Run 1, signal wires by layer:
Scale bar: 20 um.
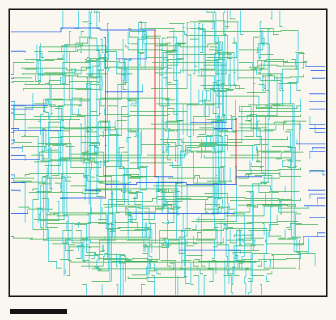
Run 1, sequential cells grouped by signal name:
Scale bar: 20 um. Other sequential cells in the stronger grey, the rest of the logic in the fainter grey.
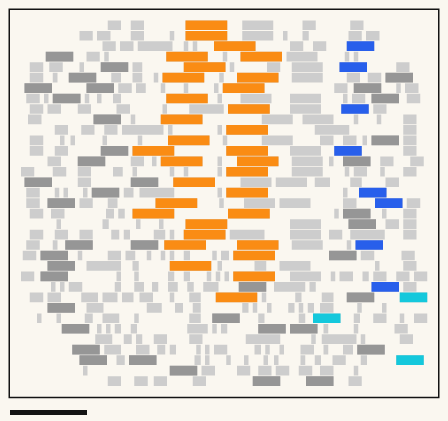
Run 1, selected gate families:
Scale bar: 20 um.
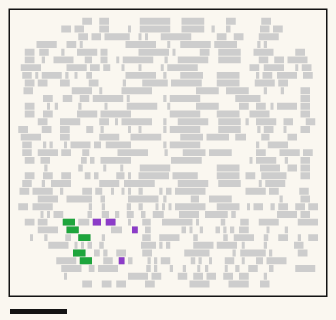
==> src/rtl/alu_pkg.sv <==
// Shared definitions for the ALU sequencer slice.
//   - DATA_W / NREG / AW : datapath width, register-file depth, address width
//   - alu_op_e           : ALU function codes driven on alu_func
//   - seq_state_e        : sequencer FSM encoding
//   - op_has_carry()     : which ops produce a meaningful carry/borrow
package alu_pkg;

    localparam int DATA_W = 8;
    localparam int NREG   = 4;
    localparam int AW     = 2;

    typedef enum logic [2:0] {
        ALU_ADD    = 3'd0,
        ALU_SUB    = 3'd1,
        ALU_MOVE   = 3'd2,
        ALU_LSHIFT = 3'd3,
        ALU_RSHIFT = 3'd4,
        ALU_AND    = 3'd5,
        ALU_NOT    = 3'd6,
        ALU_OR     = 3'd7
    } alu_op_e;

    typedef enum logic [1:0] {
        ST_IDLE = 2'd0,
        ST_RD   = 2'd1,
        ST_EX   = 2'd2,
        ST_WB   = 2'd3
    } seq_state_e;

    // Only the arithmetic ops carry a meaningful Cout; everything else reports 0.
    function automatic logic op_has_carry(input logic [2:0] op);
        case (op)
            ALU_ADD, ALU_SUB: return 1'b1;
            default:          return 1'b0;
        endcase
    endfunction

endpackage

==> src/rtl/alu_sequencer_if.sv <==
// Instruction channel between the host and the sequencer.
//   instr_valid : host offers an instruction
//   instr_ready : sequencer can take it (only in IDLE)
//   instr_op    : ALU function code
//   instr_rd    : destination register
//   instr_rs1   : source register feeding alu_in1
//   instr_rs2   : source register feeding alu_in2
// The master modport is the host side. The slave modport is the sequencer side.
interface alu_sequencer_if #(
    parameter int AW = alu_pkg::AW
) ();

    logic          instr_valid;
    logic          instr_ready;
    logic [2:0]    instr_op;
    logic [AW-1:0] instr_rd;
    logic [AW-1:0] instr_rs1;
    logic [AW-1:0] instr_rs2;

    modport master (
        output instr_valid, instr_op, instr_rd, instr_rs1, instr_rs2,
        input  instr_ready
    );

    modport slave (
        input  instr_valid, instr_op, instr_rd, instr_rs1, instr_rs2,
        output instr_ready
    );

endinterface

==> src/rtl/alu_sequencer_regfile.sv <==
// regfile_4x8: small register file for the ALU sequencer.
//   clk, rst           : clock and synchronous active-high reset (clears all entries)
//   wr_en/addr/data    : single synchronous write port
//   rd1_addr/rd1_data  : combinational read port (operand 1)
//   rd2_addr/rd2_data  : combinational read port (operand 2)
//   obs_addr/obs_data  : combinational observation port for the host
module regfile_4x8 import alu_pkg::*; #(
    parameter int DATA_W = alu_pkg::DATA_W,
    parameter int NREG   = alu_pkg::NREG,
    parameter int AW     = alu_pkg::AW
) (
    input  logic              clk,
    input  logic              rst,
    input  logic              wr_en,
    input  logic [AW-1:0]     wr_addr,
    input  logic [DATA_W-1:0] wr_data,
    input  logic [AW-1:0]     rd1_addr,
    output logic [DATA_W-1:0] rd1_data,
    input  logic [AW-1:0]     rd2_addr,
    output logic [DATA_W-1:0] rd2_data,
    input  logic [AW-1:0]     obs_addr,
    output logic [DATA_W-1:0] obs_data
);

    logic [DATA_W-1:0] mem_r [NREG];

    // Storage: clear on reset, otherwise accept the single write port.
    always_ff @(posedge clk) begin
        if (rst) begin
            for (int i = 0; i < NREG; i++) begin
                mem_r[i] <= {DATA_W{1'b0}};
            end
        end else if (wr_en) begin
            mem_r[wr_addr] <= wr_data;
        end
    end

    assign rd1_data = mem_r[rd1_addr];
    assign rd2_data = mem_r[rd2_addr];
    assign obs_data = mem_r[obs_addr];

endmodule

==> src/rtl/alu_sequencer.sv <==
// alu_sequencer: control side of the 8-bit combinational ALU.
//   clk, rst                 : clock and synchronous active-high reset
//   instr (slave)            : valid/ready instruction channel (op, rd, rs1, rs2)
//   ext_wr_en/addr/data      : host preload of the register file (honoured in IDLE only)
//   obs_addr/obs_data        : combinational view of one register
//   alu_func/alu_in1/alu_in2 : registered drive to the external ALU
//   alu_result/alu_cout      : ALU response, captured in EX
//   done                     : one-cycle pulse during the writeback cycle
//   res/cout/zero            : last written-back result, its carry, and a zero flag
// Each instruction runs IDLE -> RD -> EX -> WB. The register write, and the
// res/cout/zero update, take place on the edge that leaves WB.
module alu_sequencer import alu_pkg::*; #(
    parameter int DATA_W = alu_pkg::DATA_W,
    parameter int NREG   = alu_pkg::NREG,
    parameter int AW     = alu_pkg::AW
) (
    input  logic              clk,
    input  logic              rst,
    alu_sequencer_if.slave    instr,
    input  logic              ext_wr_en,
    input  logic [AW-1:0]     ext_wr_addr,
    input  logic [DATA_W-1:0] ext_wr_data,
    input  logic [AW-1:0]     obs_addr,
    output logic [DATA_W-1:0] obs_data,
    output logic [2:0]        alu_func,
    output logic [DATA_W-1:0] alu_in1,
    output logic [DATA_W-1:0] alu_in2,
    input  logic [DATA_W-1:0] alu_result,
    input  logic              alu_cout,
    output logic              done,
    output logic [DATA_W-1:0] res,
    output logic              cout,
    output logic              zero
);

    seq_state_e        state_r;
    seq_state_e        next_state_s;
    logic              accept_s;

    alu_op_e           op_r;
    logic [AW-1:0]     rd_r;
    logic [AW-1:0]     rs1_r;
    logic [AW-1:0]     rs2_r;

    logic [DATA_W-1:0] rs1_data_s;
    logic [DATA_W-1:0] rs2_data_s;

    logic [2:0]        func_r;
    logic [DATA_W-1:0] in1_r;
    logic [DATA_W-1:0] in2_r;

    logic [DATA_W-1:0] result_r;
    logic              carry_r;

    logic [DATA_W-1:0] res_r;
    logic              cout_r;
    logic              zero_r;
    logic              done_r;
    logic              ready_r;

    logic              wr_en_s;
    logic [AW-1:0]     wr_addr_s;
    logic [DATA_W-1:0] wr_data_s;

    // Next-state logic. ready_r is high exactly when state_r is IDLE.
    always_comb begin
        next_state_s = state_r;
        accept_s     = 1'b0;
        case (state_r)
            ST_IDLE: begin
                if (instr.instr_valid && ready_r) begin
                    accept_s     = 1'b1;
                    next_state_s = ST_RD;
                end else begin
                    next_state_s = ST_IDLE;
                end
            end
            ST_RD:   next_state_s = ST_EX;
            ST_EX:   next_state_s = ST_WB;
            ST_WB:   next_state_s = ST_IDLE;
            default: next_state_s = ST_IDLE;
        endcase
    end

    // FSM state register.
    always_ff @(posedge clk) begin
        if (rst) begin
            state_r <= ST_IDLE;
        end else begin
            state_r <= next_state_s;
        end
    end

    // Latch the instruction fields on accept. The host may change them afterwards.
    always_ff @(posedge clk) begin
        if (rst) begin
            op_r  <= ALU_ADD;
            rd_r  <= {AW{1'b0}};
            rs1_r <= {AW{1'b0}};
            rs2_r <= {AW{1'b0}};
        end else if (accept_s) begin
            op_r  <= alu_op_e'(instr.instr_op);
            rd_r  <= instr.instr_rd;
            rs1_r <= instr.instr_rs1;
            rs2_r <= instr.instr_rs2;
        end
    end

    // Operand fetch in RD. The ALU drive holds its value in all other states.
    always_ff @(posedge clk) begin
        if (rst) begin
            func_r <= 3'd0;
            in1_r  <= {DATA_W{1'b0}};
            in2_r  <= {DATA_W{1'b0}};
        end else if (state_r == ST_RD) begin
            func_r <= op_r;
            in1_r  <= rs1_data_s;
            in2_r  <= rs2_data_s;
        end
    end

    // Capture the ALU response in EX. Cout is masked for the non-arithmetic ops.
    always_ff @(posedge clk) begin
        if (rst) begin
            result_r <= {DATA_W{1'b0}};
            carry_r  <= 1'b0;
        end else if (state_r == ST_EX) begin
            result_r <= alu_result;
            carry_r  <= op_has_carry(op_r) ? alu_cout : 1'b0;
        end
    end

    // Update the visible result and flags on the same edge as the register write.
    always_ff @(posedge clk) begin
        if (rst) begin
            res_r  <= {DATA_W{1'b0}};
            cout_r <= 1'b0;
            zero_r <= 1'b1;
        end else if (state_r == ST_WB) begin
            res_r  <= result_r;
            cout_r <= carry_r;
            zero_r <= (result_r == {DATA_W{1'b0}});
        end
    end

    // Register the handshake outputs from the upcoming state so they stay glitch-free.
    always_ff @(posedge clk) begin
        if (rst) begin
            ready_r <= 1'b1;
            done_r  <= 1'b0;
        end else begin
            ready_r <= (next_state_s == ST_IDLE);
            done_r  <= (next_state_s == ST_WB);
        end
    end

    // Write-port mux: the WB source, else a host preload while IDLE. Host writes
    // in RD/EX/WB are dropped.
    always_comb begin
        wr_en_s   = 1'b0;
        wr_addr_s = {AW{1'b0}};
        wr_data_s = {DATA_W{1'b0}};
        if (state_r == ST_WB) begin
            wr_en_s   = 1'b1;
            wr_addr_s = rd_r;
            wr_data_s = result_r;
        end else if ((state_r == ST_IDLE) && ext_wr_en) begin
            wr_en_s   = 1'b1;
            wr_addr_s = ext_wr_addr;
            wr_data_s = ext_wr_data;
        end else begin
            wr_en_s   = 1'b0;
        end
    end

    regfile_4x8 #(
        .DATA_W (DATA_W),
        .NREG   (NREG),
        .AW     (AW)
    ) u_regfile (
        .clk      (clk),
        .rst      (rst),
        .wr_en    (wr_en_s),
        .wr_addr  (wr_addr_s),
        .wr_data  (wr_data_s),
        .rd1_addr (rs1_r),
        .rd1_data (rs1_data_s),
        .rd2_addr (rs2_r),
        .rd2_data (rs2_data_s),
        .obs_addr (obs_addr),
        .obs_data (obs_data)
    );

    assign instr.instr_ready = ready_r;
    assign alu_func          = func_r;
    assign alu_in1           = in1_r;
    assign alu_in2           = in2_r;
    assign done              = done_r;
    assign res               = res_r;
    assign cout              = cout_r;
    assign zero              = zero_r;

endmodule

==> src/flat_wrapper.sv <==
// flat-port wrapper written by rule: the top's interface ports become plain ports
module alu_sequencer_flat import alu_pkg::*;
#(
    parameter int DATA_W = alu_pkg::DATA_W,
    parameter int NREG   = alu_pkg::NREG,
    parameter int AW     = alu_pkg::AW
)
  (clk, rst, ext_wr_en, ext_wr_addr, ext_wr_data, obs_addr, obs_data, alu_func, alu_in1, alu_in2, alu_result, alu_cout, done, res, cout, zero, instr_instr_valid, instr_instr_op, instr_instr_rd, instr_instr_rs1, instr_instr_rs2, instr_instr_ready);
  alu_sequencer_if #(.AW(AW)) instr_i ();
  input  logic clk;
  input  logic rst;
  input  logic ext_wr_en;
  input  logic [AW-1:0] ext_wr_addr;
  input  logic [DATA_W-1:0] ext_wr_data;
  input  logic [AW-1:0] obs_addr;
  output logic [DATA_W-1:0] obs_data;
  output logic [2:0] alu_func;
  output logic [DATA_W-1:0] alu_in1;
  output logic [DATA_W-1:0] alu_in2;
  input  logic [DATA_W-1:0] alu_result;
  input  logic alu_cout;
  output logic done;
  output logic [DATA_W-1:0] res;
  output logic cout;
  output logic zero;
  input wire logic [$bits(instr_i.instr_valid)-1:0] instr_instr_valid;
  input wire logic [$bits(instr_i.instr_op)-1:0] instr_instr_op;
  input wire logic [$bits(instr_i.instr_rd)-1:0] instr_instr_rd;
  input wire logic [$bits(instr_i.instr_rs1)-1:0] instr_instr_rs1;
  input wire logic [$bits(instr_i.instr_rs2)-1:0] instr_instr_rs2;
  output wire logic [$bits(instr_i.instr_ready)-1:0] instr_instr_ready;
  assign instr_i.instr_valid = instr_instr_valid;
  assign instr_i.instr_op = instr_instr_op;
  assign instr_i.instr_rd = instr_instr_rd;
  assign instr_i.instr_rs1 = instr_instr_rs1;
  assign instr_i.instr_rs2 = instr_instr_rs2;
  assign instr_instr_ready = instr_i.instr_ready;
  alu_sequencer #(.DATA_W(DATA_W), .NREG(NREG), .AW(AW)) u_core (.clk(clk), .rst(rst), .instr(instr_i), .ext_wr_en(ext_wr_en), .ext_wr_addr(ext_wr_addr), .ext_wr_data(ext_wr_data), .obs_addr(obs_addr), .obs_data(obs_data), .alu_func(alu_func), .alu_in1(alu_in1), .alu_in2(alu_in2), .alu_result(alu_result), .alu_cout(alu_cout), .done(done), .res(res), .cout(cout), .zero(zero));
endmodule
==> config.mk <==
export PLATFORM = sky130hd
export DESIGN_NAME = alu_sequencer_flat
export DESIGN_NICKNAME = d
export VERILOG_FILES = /design/src/rtl/alu_pkg.sv /design/src/rtl/alu_sequencer_if.sv /design/src/rtl/alu_sequencer_regfile.sv /design/src/rtl/alu_sequencer.sv /design/src/flat_wrapper.sv
export SDC_FILE = /design/constraint.sdc
export NUM_CORES = 1
export LEC_CHECK = 0
export ABC_CLOCK_PERIOD_IN_PS = 5400
export CAP_MARGIN = 20
export CELL_PAD_IN_SITES_DETAIL_PLACEMENT = 1
export CELL_PAD_IN_SITES_GLOBAL_PLACEMENT = 2
export CORE_ASPECT_RATIO = 0.9
export CORE_MARGIN = 2
export CORE_UTILIZATION = 36
export CTS_CLUSTER_DIAMETER = 60
export CTS_CLUSTER_SIZE = 8
export DETAILED_ROUTE_END_ITERATION = 8
export GPL_TIMING_DRIVEN = 0
export PLACE_DENSITY_LB_ADDON = 0.1
export SLEW_MARGIN = 10
export SYNTH_ARGS = -nofsm -noshare
export SYNTH_HDL_FRONTEND = slang
export SYNTH_SLANG_ARGS = --single-unit
==> constraint.sdc <==
create_clock -name clk -period 5.4 [get_ports clk]
set_input_delay 1.08 -clock clk [delete_from_list [all_inputs] [get_ports clk]]
set_output_delay 1.08 -clock clk [all_outputs]
set_load 0.05 [all_outputs]
==> flow_summary.toml, run 1 <==
# flow metrics
[final_timing]
rsz0062_at_grt = "no"
drv_slew = 0
finalHoldViolations = 0
finalWorstSetupSlack_ns = 1.70
post-route-min-period_ns = 3.70
finalSetupViolations = 0
final_min_period_over_clock_period_pct = 68.5
fmax_mhz = 270
relSlewSlack_pct = 52.0

[clock_network]
clk_latency_ns = 0.34
cts-buffers-inserted = 9
post_cts_resized = 0
htree_num_levels = 3
cts_tree = "done"
cts_buffer_depth = 2
cts-root-buf = "clkbuf_16"

[die]
rows = 35

[run_status]
status = "finished clean"

[layout]
nets = 430
bufAreaShareNonClock_pct = 16.5
nNonClkInverters = 3
largest_reg_flops = 32
signal_buffers = 92
logic_gates = 202
regMostFlops = "u_core.u_regfile.mem_r"
nClkBuffers = 9
fill_cells = 1075
fin_area_mm2 = 0.00489
flops = 83

[synth]
top_logic_kind = "multiplexers"
ys_async_sr_fraction_pct = 0
ys_area_mm2 = 0.00373
syn_nets = 349
synth_area_mm2 = 0.00373
enable_flop_cells = 32
top_cells_by_count = "70 x nor2_1, 51 x dfxtp_1, 39 x mux2i_1, 32 x edfxtp_1, 24 x mux4_2"
area_leaders = "dfxtp_1 27%, edfxtp_1 26%, mux4_2 15%"
mux_area_share_pct = 25.4
yosysMostFrequentCell = "nor2_1"
synthFlopType = "dfxtp_1"
synth.largest_area_cell = "dfxtp_1"
ys_sh_simple_pct = 12.4
synth.yosys.warnings = 0
synth-seq-area-share_pct = 53.2

[pwr]
power.density_mw_per_mm2 = 359
p_sw_mw = 0.525
combPwrFrac_pct = 21.8
power.leakage_nw = 1.72
pg_comb_mw = 0.382
power_mw = 1.75

[place]
dpl_cell_area_mm2 = 0.00458
post-place-ws_ns = 1.69

[drt]
wl_met3_um = 429
drt_iter0_markers = 95
met1Wirelength_mm = 4.32

[global_routing]
use_met1_pct = 22.6
met3_usage_pct = 4.63
top_usage_layer = "met2"
grt_max_degree = 17
antenna_found_initial = 0
met2_usage_pct = 29.1

[setup_path]
start_kind = "primary input"
cp_num_buf_inv = 2
crit_family = "buffers and inverters"
cp_max_fo = 8
ff2ff_setup_slack_ns = 3.38
worstPathRequired_ns = 4.32
crit_arrival_ns = 2.62
critical-path-max-stage-delay_ns = 0.72
startpoint = "obs_addr[0]"
cp-endpoint = "obs_data[1]"
critical_path_class = "in2out"
r2r-start = "u_core.state_r[0]"

[min_path]
holdPathEnd = "u_core.op_r[0]"

[run]
openroad.warnings = 30
Back to the opening pictures, 'signal wires by layer':
red -> met4  # wire length 131 um
cyan -> met2  # wire length 4390 um
green -> met1  # wire length 4320 um
blue -> met3  # wire length 430 um
final wirelength: 9.27 mm
wire length per cell: 17.7 um
DR vias: 2663

Back to the opening pictures, 'sequential cells grouped by signal name':
orange -> u_core.u_regfile.mem_r  # sequential cells 32
cyan -> u_core.alu_func  # sequential cells 3
blue -> u_core.alu_in1  # sequential cells 8
not coloured = 40
fin util: 48.1%
Seq area share: 40.5%
Seq. pwr: 0.736 mW
FF+latch area: 0.00198 mm^2

Back to the opening pictures, 'selected gate families':
purple -> AND and OR gates  # cells 4
green -> adder and majority cells  # cells 5, where lower left
logic share of the area: 33.2%
most frequent logic cell in the layout: nor2_1
Final Instance Count excl. Fillers: 525

## Run 2: what changed since run 1
--- a/config.mk
+++ b/config.mk
@@ -5,13 +5,13 @@
 export SDC_FILE = /design/constraint.sdc
 export NUM_CORES = 1
 export LEC_CHECK = 0
-export ABC_CLOCK_PERIOD_IN_PS = 5400
+export ABC_CLOCK_PERIOD_IN_PS = 3240
 export CAP_MARGIN = 20
 export CELL_PAD_IN_SITES_DETAIL_PLACEMENT = 1
 export CELL_PAD_IN_SITES_GLOBAL_PLACEMENT = 2
 export CORE_ASPECT_RATIO = 0.9
 export CORE_MARGIN = 2
-export CORE_UTILIZATION = 36
+export CORE_UTILIZATION = 31
 export CTS_CLUSTER_DIAMETER = 60
 export CTS_CLUSTER_SIZE = 8
 export DETAILED_ROUTE_END_ITERATION = 8
==> constraint.sdc (replaced) <==
create_clock -name clk -period 3.24 [get_ports clk]
set_input_delay 0.648 -clock clk [delete_from_list [all_inputs] [get_ports clk]]
set_output_delay 0.648 -clock clk [all_outputs]
set_load 0.05 [all_outputs]
Run 2, a small window of the routed layout:
Scale bar: 5 um. Window x 50 to 70, y 66 to 86 um. Cells in grey, sequential cells in the stronger grey; small squares are vias.
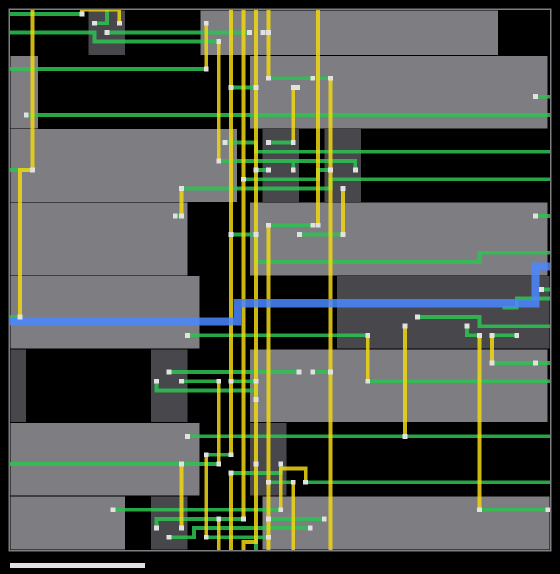
green -> met1
yellow -> met2
blue -> met3
most frequent = edfxtp_1 (9), nor2_1 (6), mux4_2 (1)
netlist names of flops here include = u_core.u_regfile.mem_r (9)
cells with their middle in the window = 16
sequential cells in the window = 9

Run 2, signal wires by layer:
Scale bar: 20 um.
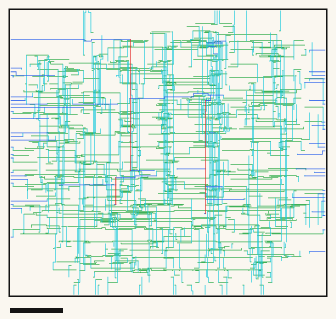
red -> met4  # wire length 103 um
cyan -> met2  # wire length 4120 um
green -> met1  # wire length 4470 um
blue -> met3  # wire length 475 um
DR vias: 2623
final wirelength: 9.17 mm
All-Layer GR Usage: 14.8%

==> flow_summary.toml, run 2 <==
# flow metrics
[layout]
final_util_pct = 42.5
nets = 431
seq_share_pct = 40.3
nClkBuffers = 10
fin_cells = 553
sh_comb_area_pct = 33.0
regMostFlops = "u_core.u_regfile.mem_r"
signal_buffers = 93
flops = 83
bufAreaShareNonClock_pct = 16.5
clock_cell_area_share_pct = 5.98
regArea_mm2 = 0.00198
layout-drive-gt1-share_pct = 13.9
largest_reg_flops = 32
fin_area_mm2 = 0.00492
fill_cells = 1241
nNonClkInverters = 3
logic_gates = 202
largestClassByArea = "sequential cells"
lay_top_count = "nor2_1"

[clock_network]
postCtsSetupBuffers = 0
hold_buffers = 0
cts-buffers-inserted = 9
htree_num_levels = 3
clk_latency_ns = 0.33
cts_tree = "done"
cts_buffer_depth = 2
cts-root-buf = "clkbuf_16"
post_cts_resized = 0

[drt]
wl_met3_um = 474
routedWlPerCell_um = 16.6
met1Wirelength_mm = 4.47
drc_errors = 0
drt_iter0_markers = 132

[setup_path]
crit_family = "buffers and inverters"
path_cells = "buf_2, mux4_2, clkdlybuf4s50_1"
worstPathRequired_ns = 2.59
cp-endpoint = "obs_data[0]"
critical-path-max-stage-delay_ns = 0.72
ff2ff_setup_slack_ns = 1.20
crit_arrival_ns = 2.22
cp_max_fo = 8
critical_path_class = "in2out"
r2r-start = "u_core.state_r[0]"
r2r_cells = 6
start_kind = "primary input"
startpoint = "obs_addr[0]"
cp_num_buf_inv = 2

[final_timing]
finalSetupViolations = 0
drv_slew = 0
post-route-min-period_ns = 2.87
final_min_period_over_clock_period_pct = 88.5
fmax_mhz = 349
fin_tns_setup_ns = 0
rsz0062_at_grt = "no"
finalWorstSetupSlack_ns = 0.373
finalHoldViolations = 0
relSlewSlack_pct = 52.0

[synth]
synth_area_mm2 = 0.00373
ys_sh_simple_pct = 12.4
top_cells_by_count = "70 x nor2_1, 51 x dfxtp_1, 39 x mux2i_1, 32 x edfxtp_1, 24 x mux4_2"
synth-seq-area-share_pct = 53.2
area_leaders = "dfxtp_1 27%, edfxtp_1 26%, mux4_2 15%"
ys_async_sr_fraction_pct = 0
mux_area_share_pct = 25.4
top_logic_kind = "multiplexers"
yosysMostFrequentCell = "nor2_1"
adder_share_pct = 1.68
synthFlopType = "dfxtp_1"
synth.yosys.warnings = 0
enable_flop_cells = 32
synth.largest_area_cell = "dfxtp_1"
ys_area_mm2 = 0.00373
syn_nets = 349

[pwr]
p_sw_mw = 0.823
power.sequential.total_mw = 1.23
pg_comb_mw = 0.634
pwr-share-clk_pct = 35.2
power.density_mw_per_mm2 = 584
top_power_group = "registers"
power.leakage_nw = 1.72
combPwrFrac_pct = 22.1
power_mw = 2.87

[run_status]
status = "finished clean"

[place]
dpl_cell_area_mm2 = 0.00461
place_inst = 535
place.port_buffers = 69
post-place-ws_ns = 0.344

[global_routing]
met3_usage_pct = 5.17
use_met1_pct = 19.6
grt_max_degree = 14
met2_usage_pct = 23.2
antenna_found_initial = 0

[die]
rows = 37

[run]
openroad.warnings = 30

[min_path]
holdPathEnd = "u_core.op_r[0]"
## Run 3: what changed since run 2
--- a/config.mk
+++ b/config.mk
@@ -15,8 +15,10 @@
 export CTS_CLUSTER_DIAMETER = 60
 export CTS_CLUSTER_SIZE = 8
 export DETAILED_ROUTE_END_ITERATION = 8
+export GPL_ROUTABILITY_DRIVEN = 1
 export GPL_TIMING_DRIVEN = 0
 export PLACE_DENSITY_LB_ADDON = 0.1
+export SETUP_SLACK_MARGIN = 0.3
 export SLEW_MARGIN = 10
 export SYNTH_ARGS = -nofsm -noshare
 export SYNTH_HDL_FRONTEND = slang
Run 3, selected gate families:
Scale bar: 20 um.
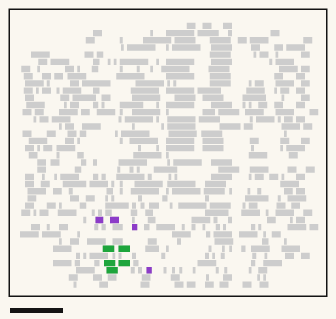
green -> adder and majority cells  # cells 5
purple -> AND and OR gates  # cells 4
Final Instance Count excl. Fillers: 553
logic share of the area: 33.0%

Run 3, sequential cells grouped by signal name:
Scale bar: 20 um. Other sequential cells in the stronger grey, the rest of the logic in the fainter grey.
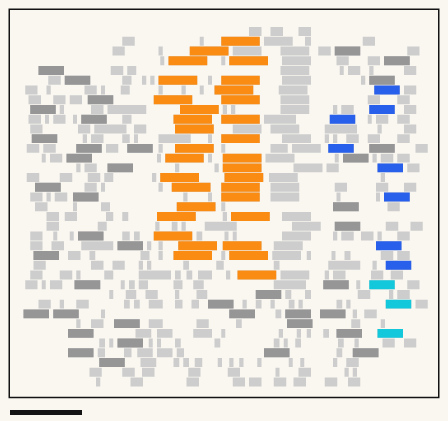
Seq. pwr: 1.23 mW
Seq area share: 40.3%
fin util: 42.5%

==> flow_summary.toml, run 3 <==
# flow metrics
[clock_network]
cts_buffer_depth = 2
cts_tree = "done"
clock_sinks = 83
cts-root-buf = "clkbuf_16"
postCtsSetupBuffers = 0
post_cts_resized = 0
cts-buffers-inserted = 9
clk_latency_ns = 0.33
htree_num_levels = 3
hold_buffers = 0

[synth]
syn_nets = 349
ys_ff = 83
mux_area_share_pct = 25.4
ys_async_sr_fraction_pct = 0
synth_area_mm2 = 0.00373
adder_share_pct = 1.68
ys_sh_simple_pct = 12.4
top_logic_kind = "multiplexers"
synth-xor-area-share_pct = 0
synth_cell_types = 30
yosysMostFrequentCell = "nor2_1"
syn_inst = 310
enable_flop_cells = 32
synth.yosys.warnings = 0
area_leaders = "dfxtp_1 27%, edfxtp_1 26%, mux4_2 15%"
ys_area_mm2 = 0.00373
top_cells_by_count = "70 x nor2_1, 51 x dfxtp_1, 39 x mux2i_1, 32 x edfxtp_1, 24 x mux4_2"
synth.largest_area_cell = "dfxtp_1"
synthFlopType = "dfxtp_1"
synth-seq-area-share_pct = 53.2

[layout]
lay_top_count = "nor2_1"
signal_buffers = 93
flops = 83
fin_area_mm2 = 0.00492
regArea_mm2 = 0.00198
nClkBuffers = 10
layout-drive-gt1-share_pct = 13.9
comb_area_mm2 = 0.00162
largestClassByArea = "sequential cells"
syn_to_final_growth_pct = 31.9
logic_gates = 202
nets = 431
nNonClkInverters = 3
fill_cells = 1241
bufAreaShareNonClock_pct = 16.5
regMostFlops = "u_core.u_regfile.mem_r"
largest_reg_flops = 32
clock_cell_area_share_pct = 5.98

[drt]
wl_met3_um = 474
drc_errors = 0
wirelength_mm = 9.17
drt_iter0_markers = 132
vias_per_cell = 4.74
met1Wirelength_mm = 4.47
routedWlPerCell_um = 16.6
top_layer_used = "met4"
vias = 2623
antenna_left = 0

[final_timing]
fmax_mhz = 349
post-route-min-period_ns = 2.87
finalHoldViolations = 0
rsz0062_at_grt = "no"
relSlewSlack_pct = 52.0
drv_slew = 0
finalSetupViolations = 0
fin_tns_setup_ns = 0
finalWorstSetupSlack_ns = 0.373
skew_ns = 0.00340
final_min_period_over_clock_period_pct = 88.5

[die]
die_width_um = 120
ioPinCount = 73
rows = 37
dieArea_mm2 = 0.0129
die.size.y_um = 108

[setup_path]
critical_path_class = "in2out"
start_kind = "primary input"
r2r-end = "u_core.u_regfile.mem_r[1][3]"
startpoint = "obs_addr[0]"
cp_max_fo = 8
critical-path-max-stage-delay_ns = 0.72
cp_num_buf_inv = 2
crit_arrival_ns = 2.22
ff2ff_setup_slack_ns = 1.20
worstPathRequired_ns = 2.59
r2r_cells = 6
cp-endpoint = "obs_data[0]"
path_cells = "buf_2, mux4_2, clkdlybuf4s50_1"
cp-end-kind = "output port"
r2r-start = "u_core.state_r[0]"
crit_family = "buffers and inverters"

[place]
dp_hpwl_mm = 7.17
place_congestion = 0.724
dpl_cell_area_mm2 = 0.00461
place.port_buffers = 69
post-place-ws_ns = 0.344
place_inst = 535

[global_routing]
met3_usage_pct = 5.17
grt_pass1_vias = 2658
met2_usage_pct = 23.2
grt.total_usage_pct = 14.8
top_usage_layer = "met2"
use_met1_pct = 19.6
grt_max_degree = 14
antenna_found_initial = 0

[pwr]
ir_worst_vdd_v = 0.000216
power.leakage_nw = 1.72
pg_comb_mw = 0.634
combPwrFrac_pct = 22.1
power_mw = 2.87
power.density_mw_per_mm2 = 584
pwr-share-clk_pct = 35.2
powerClk_mw = 1.01
p_sw_mw = 0.823
top_power_group = "registers"

[run_status]
status = "finished clean"

[run]
drv_cap = 0
openroad.warnings = 30

[min_path]
holdPathEnd = "u_core.op_r[0]"
hold_start = "u_core.op_r[0]"
worstHoldPathCells = 2
hold_class = "reg2reg"
Power is estimated from default activity; no workload was simulated.
